$ cat config.mk
export PLATFORM = sky130hd
export DESIGN_NAME = wide_add_seq
export DESIGN_NICKNAME = d
export VERILOG_FILES = /design/src/rtl/wide_add_pkg.sv /design/src/rtl/multi_adder.sv /design/src/rtl/wide_add_seq.sv
export SDC_FILE = /design/constraint.sdc
export NUM_CORES = 1
export LEC_CHECK = 0
export CAP_MARGIN = 20
export CORE_MARGIN = 3
export CORE_UTILIZATION = 50
export CTS_BUF_LIST = sky130_fd_sc_hd__clkbuf_16
export CTS_CLUSTER_DIAMETER = 40
export DETAILED_ROUTE_END_ITERATION = 7
export PLACE_DENSITY = 0.79
export SYNTH_ARGS = -nofsm -noshare
export SYNTH_HDL_FRONTEND = slang
export SYNTH_SLANG_ARGS = --single-unit
$ cat constraint.sdc
create_clock -name clk -period 6.6 [get_ports clk]
set_clock_uncertainty 0.15 [all_clocks]
set_input_delay 1.65 -clock clk [delete_from_list [all_inputs] [get_ports clk]]
set_output_delay 1.65 -clock clk [all_outputs]
set_load 0.01 [all_outputs]
$ cat src/rtl/wide_add_pkg.sv
// Shared types and constants for the byte-serial wide add/subtract sequencer.
// The adder datapath is one 8-bit slice, reused once per operand byte.
package wide_add_pkg;

  typedef enum logic [1:0] {
    ST_IDLE = 2'd0,
    ST_RUN  = 2'd1,
    ST_DONE = 2'd2
  } state_t;

  localparam int SLICE_W = 8;

  // Width of the slice index; never narrower than one bit, so NWORDS=1 still works.
  function automatic int idx_width(input int nwords);
    return (nwords > 1) ? $clog2(nwords) : 1;
  endfunction

endpackage

$ cat src/rtl/multi_adder.sv
// 8-bit ripple-carry adder slice with carry in and carry out.
// It is purely combinational; the sequencer registers the carry between slices.
module multi_adder (
  input  logic [7:0] a,
  input  logic [7:0] b,
  input  logic       cin,
  output logic [7:0] sum,
  output logic       cout
);

  logic [8:0] carry;

  assign carry[0] = cin;

  genvar gi;
  generate
    for (gi = 0; gi < 8; gi++) begin : g_fa
      assign sum[gi]     = a[gi] ^ b[gi] ^ carry[gi];
      assign carry[gi+1] = (a[gi] & b[gi]) | (carry[gi] & (a[gi] ^ b[gi]));
    end
  endgenerate

  assign cout = carry[8];

endmodule

$ cat src/rtl/wide_add_seq.sv
// NWORDS*8-bit add/subtract, computed one byte per cycle (LSB first)
// through a single multi_adder slice, with valid/ready handshakes on both sides.
module wide_add_seq
  import wide_add_pkg::*;
#(
  parameter  int NWORDS = 4,
  localparam int OPW    = SLICE_W * NWORDS
) (
  input  logic           clk,
  input  logic           rst_n,
  input  logic           in_valid,
  output logic           in_ready,
  input  logic [OPW-1:0] in_a,
  input  logic [OPW-1:0] in_b,
  input  logic           in_sub,
  output logic           out_valid,
  input  logic           out_ready,
  output logic [OPW-1:0] out_sum,
  output logic           out_cout,
  output logic           out_ovf,
  output logic           busy
);

  localparam int IDX_W = idx_width(NWORDS);
  localparam logic [IDX_W-1:0] IDX_LAST = IDX_W'(NWORDS - 1);

  state_t state_q, state_d;

  logic [OPW-1:0]   a_q, a_d;
  logic [OPW-1:0]   b_q, b_d;
  logic             sub_q, sub_d;
  logic [IDX_W-1:0] idx_q, idx_d;
  logic             carry_q, carry_d;
  logic [OPW-1:0]   result_q, result_d;
  logic             ovf_q, ovf_d;

  logic [SLICE_W-1:0] slice_a;
  logic [SLICE_W-1:0] slice_b;
  logic [SLICE_W-1:0] slice_sum;
  logic               slice_cout;
  logic               last_slice;
  logic               accept;

  assign last_slice = (idx_q == IDX_LAST);
  assign accept     = (state_q == ST_IDLE) && in_valid;

  // Subtraction is A + ~B + 1: B is inverted here and the +1 enters as the initial carry.
  always_comb begin
    slice_a = a_q[idx_q * SLICE_W +: SLICE_W];
    slice_b = b_q[idx_q * SLICE_W +: SLICE_W] ^ {SLICE_W{sub_q}};
  end

  multi_adder u_slice (
    .a    (slice_a),
    .b    (slice_b),
    .cin  (carry_q),
    .sum  (slice_sum),
    .cout (slice_cout)
  );

  // State register.
  always_ff @(posedge clk or negedge rst_n) begin
    if (!rst_n) begin
      state_q <= ST_IDLE;
    end else begin
      state_q <= state_d;
    end
  end

  // Next-state logic.
  always_comb begin
    state_d = state_q;
    case (state_q)
      ST_IDLE: if (in_valid)   state_d = ST_RUN;
      ST_RUN:  if (last_slice) state_d = ST_DONE;
      ST_DONE: if (out_ready)  state_d = ST_IDLE;
      default: state_d = ST_IDLE;
    endcase
  end

  // Outputs decode from state or come straight from registers.
  always_comb begin
    in_ready  = (state_q == ST_IDLE);
    out_valid = (state_q == ST_DONE);
    busy      = (state_q == ST_RUN) || (state_q == ST_DONE);
    out_sum   = result_q;
    out_cout  = carry_q;
    out_ovf   = ovf_q;
  end

  // Operand, result and carry update.
  always_comb begin
    a_d      = a_q;
    b_d      = b_q;
    sub_d    = sub_q;
    idx_d    = idx_q;
    carry_d  = carry_q;
    result_d = result_q;
    ovf_d    = ovf_q;

    if (accept) begin
      a_d     = in_a;
      b_d     = in_b;
      sub_d   = in_sub;
      idx_d   = '0;
      carry_d = in_sub;
      ovf_d   = 1'b0;
    end else if (state_q == ST_RUN) begin
      result_d[idx_q * SLICE_W +: SLICE_W] = slice_sum;
      carry_d = slice_cout;
      idx_d   = idx_q + 1'b1;
      if (last_slice) begin
        // Signed overflow: operands (after inversion) agree in sign but the result does not.
        ovf_d = (a_q[OPW-1] == (b_q[OPW-1] ^ sub_q)) && (slice_sum[SLICE_W-1] != a_q[OPW-1]);
      end
    end
  end

  always_ff @(posedge clk or negedge rst_n) begin
    if (!rst_n) begin
      a_q      <= '0;
      b_q      <= '0;
      sub_q    <= 1'b0;
      idx_q    <= '0;
      carry_q  <= 1'b0;
      result_q <= '0;
      ovf_q    <= 1'b0;
    end else begin
      a_q      <= a_d;
      b_q      <= b_d;
      sub_q    <= sub_d;
      idx_q    <= idx_d;
      carry_q  <= carry_d;
      result_q <= result_d;
      ovf_q    <= ovf_d;
    end
  end

endmodule

==> images/met3.png <==
Cells faint in the background.
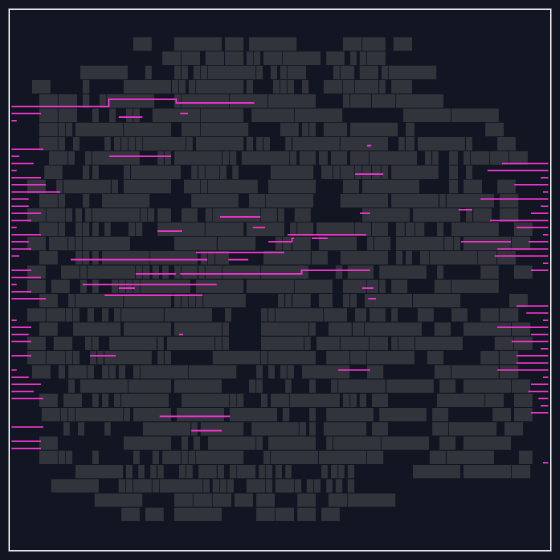
share of all routed wire	5.4%
longest straight run	25.8 um
nets with wire on the layer	86
GRT met3 Usage: 2.71%
vias: 3,531

==> images/final_congestion.png <==
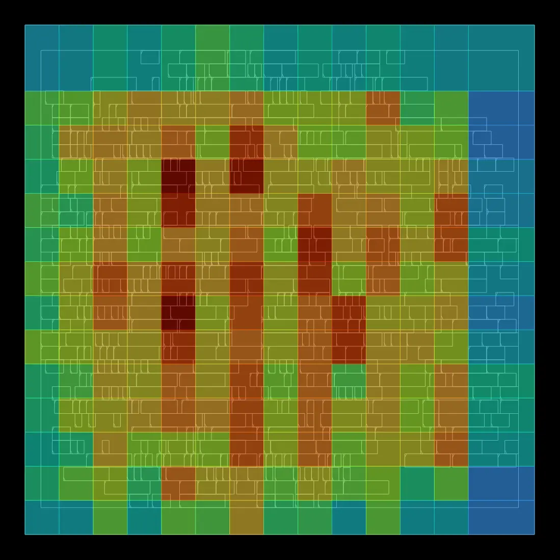
routing usage on met1: 29.3%
gr busiest metal: met2
met2 usage: 36.2%
Global Route Usage Sum: 21.4%

==> flow_summary_export.csv <==
group,metric,value,unit
floorplanning,fp_util,52.7,%
floorplanning,chip_area,10600,um2
route,drc_errors,0,
sta,fmaxAchievable,0.188,GHz
floorplanning,taps,108,
floorplanning,core_area,8930,um2
critical_path,path_max_fanout,11,
sta,slew_headroom,52.6,%
critical_path,cp_top_family,"adder cells",
clock_network,cts_buffers,9,
synthesis,syn_nets,538,
power_and_ir_drop,swShare,40.0,%
global_route,grt_start_max_net_pins,69,
clock_network,cts-resized-gates,0,
critical_path,startpoint_type,"flip-flop",
finish,seq_area,2580,um2
critical_path,r2r-end,"out_ovf",
power_and_ir_drop,seq-power,1.11,mW
finish,fill_cells,649,
synthesis,yosysWarnings,0,
sta,whs,0.320,ns
synthesis,ys_area,4710,um2
sta,fin_setup_tns,0,ns
finish,clock_buffers,9,
sta,worst_pin_slew,0.711,ns
power_and_ir_drop,seqPwrFrac,32.8,%
power_and_ir_drop,combPwrFrac,51.0,%
route,top_layer,"met4",
clock_network,cts-root-to-sink-buffers,2,
critical_path,critPathSlowestCell,"dfrtp_1",
critical_path,cp.depth,13,
synthesis,synthArstFlopShare,100,%
clock_network,clk_transition_reported_paths,0.07,ns
hold_path,hold_class,"reg -> reg",
finish,inverters,13,
outcome,status,"completed",
hold_path,hold-path-endpoint,"b_q[1]",
finish,seq_share,41.9,%
floorplanning,rows,34,
finish,final_cell_area,6150,um2
finish,layout-drive-gt1-share,7.21,%
synthesis,mux_share,8.87,%
placement,place_ws,1.40,ns
critical_path,crit_buf_inv,1,
floorplanning,die_y,103,um
synthesis,edf_count,0,
synthesis,synth.distinct_cells,33,
job,drv_cap,0,
synthesis,top_area_cell,"dfrtp_1",
power_and_ir_drop,power_leader,"combinational logic",
sta,period_used_share,80.8,%
job,warning_count,33,
route,met1Wirelength,4.66,mm
route,firstDrtPassIters,4,
power_and_ir_drop,pwr_density_cell,549,nW/um2
finish,n_all_buffers,110,
critical_path,r2r_cells,13,
finish,final_nets,637,
finish,logic_area,1970,um2
sta,rsz0062_at_grt,"no",
global_route,antenna_found_initial,0,
synthesis,most_common_cell,"nand2_1",
power_and_ir_drop,p_comb,1.72,mW
route,dr_wl_met2,5.36,mm
critical_path,worstSetupEndpointType,"flip-flop",
hold_path,holdPathStages,2,
clock_network,cts_tree,"built",
critical_path,reg2reg_slack,1.27,ns
finish,lay_top_cells,"nand2_1 (216), clkdlybuf4s50_1 (104), dfrtp_1 (103)",
synthesis,ys.flops,103,
critical_path,crit_end,"out_ovf",
clock_network,htree_num_levels,3,
clock_network,root_buffer,"clkbuf_16",
power_and_ir_drop,p_int,2.03,mW
sta,setup_viol,0,
route,wl_met3,575,um
finish,comb_cells,314,
finish,final_util,68.8,%
synthesis,synthAoiAreaFrac,5.66,%
placement,post-dp-hpwl,7.65,mm
finish,largestClassByArea,"sequential cells",
synthesis,yosys_cells,452,
clock_network,cts.sinks,103,
placement,port_buffers,105,
power_and_ir_drop,total_power,3.37,mW
clock_network,post-cts-setup-buffers,0,
placement,dp_cells,646,
global_route,grt_pass1_wl,17.4,mm
route,wire_per_inst,16.2,um
finish,area_growth,30.5,%
placement,gp_congestion,0.792,
sta,setup_ws,1.27,ns
finish,diodes,0,
critical_path,worstPathCellList,"mux4_1 -> xor2_1 -> fa_1 -> fa_1 -> fa_1 -> fa_1 -> inv_1 -> fa_1 -> fa_1 -> fa_1 -> fa_1 -> or3_1 -> a41oi_1",
sta,hold_viol,0,
floorplanning,ioPinCount,106,
synthesis,top_logic_kind,"simple AND/OR/NAND/NOR gates",
critical_path,cpPeakStageDelay,0.76,ns
critical_path,reg2reg_from,"idx_q[0]",
synthesis,ff_type,"dfrtp_1",
synthesis,synth_top_area_share,54.7,%
floorplanning,die_w,103,um
finish,nFlopsAndLatches,103,
finish,nonClkBufAreaFrac,18.1,%
synthesis,synthTopCellsByArea,"dfrtp_1 (55%), nand2_1 (17%), mux4_2 (5.7%)",
route,postRouteAntennaNets,0,
synthesis,synth-simple-area-share,19.6,%
synthesis,syn_inst,452,
route,drtIter0Drc,208,
critical_path,cp.required,6.70,ns
synthesis,top_cells_by_count,"nand2_1 (217), dfrtp_1 (103), a22o_1 (16)",
route,viasPerCell,5.33,
synthesis,xor_share,1.86,%
synthesis,ys_seq_share,54.7,%
power_and_ir_drop,p_sw,1.35,mW
sta,post-route-min-period,5.33,ns
power_and_ir_drop,vdd_ir_drop_max,0.000359,V
route,drt_wl_total,10.7,mm
placement,dpl_cell_area,5800,um2
sta,maxSlewViolCount,0,
critical_path,path_class,"reg -> reg",
clock_network,postCtsHoldBufs,0,
synthesis,syn_area,4710,um2
power_and_ir_drop,p_leak,2.96,nW
critical_path,path_common_cell,"fa_1",
finish,clk_share,4.95,%
hold_path,hp-start,"b_q[1]",
==> images/gate_families.png <==
The bar under the picture is 20 um long.
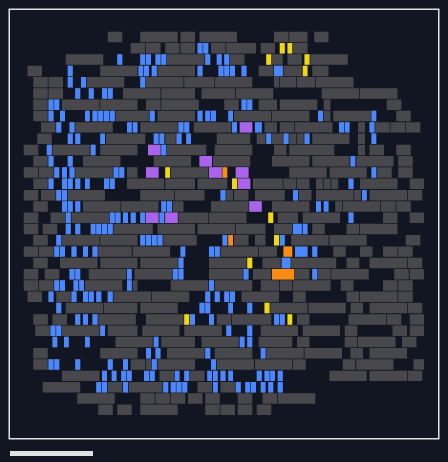
family	colour	cells
NAND gates	blue	221
inverters	yellow	13
XOR/XNOR gates	purple	10
NOR gates	orange	4
most frequent logic cell in the layout: nand2_1
Final Non-Filler Cells: 663
Comb area share: 32.1%

==> images/clock_map.png <==
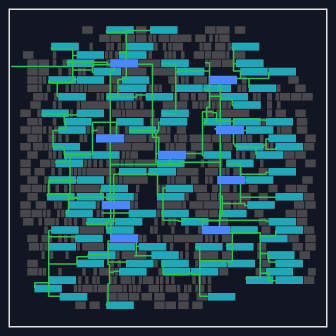
[clock wires] green | length: 1,130 um
[cells driving clock nets] blue | count: 9
[flip-flops] cyan | count: 103
routed clock nets	10
flops lie	widely spread
clk_lat worst skew: 0.34 ns
clock share of power: 16.2%
Clk. pwr: 548 uW

No activity file was given, so power comes from the tool's default toggle rates.
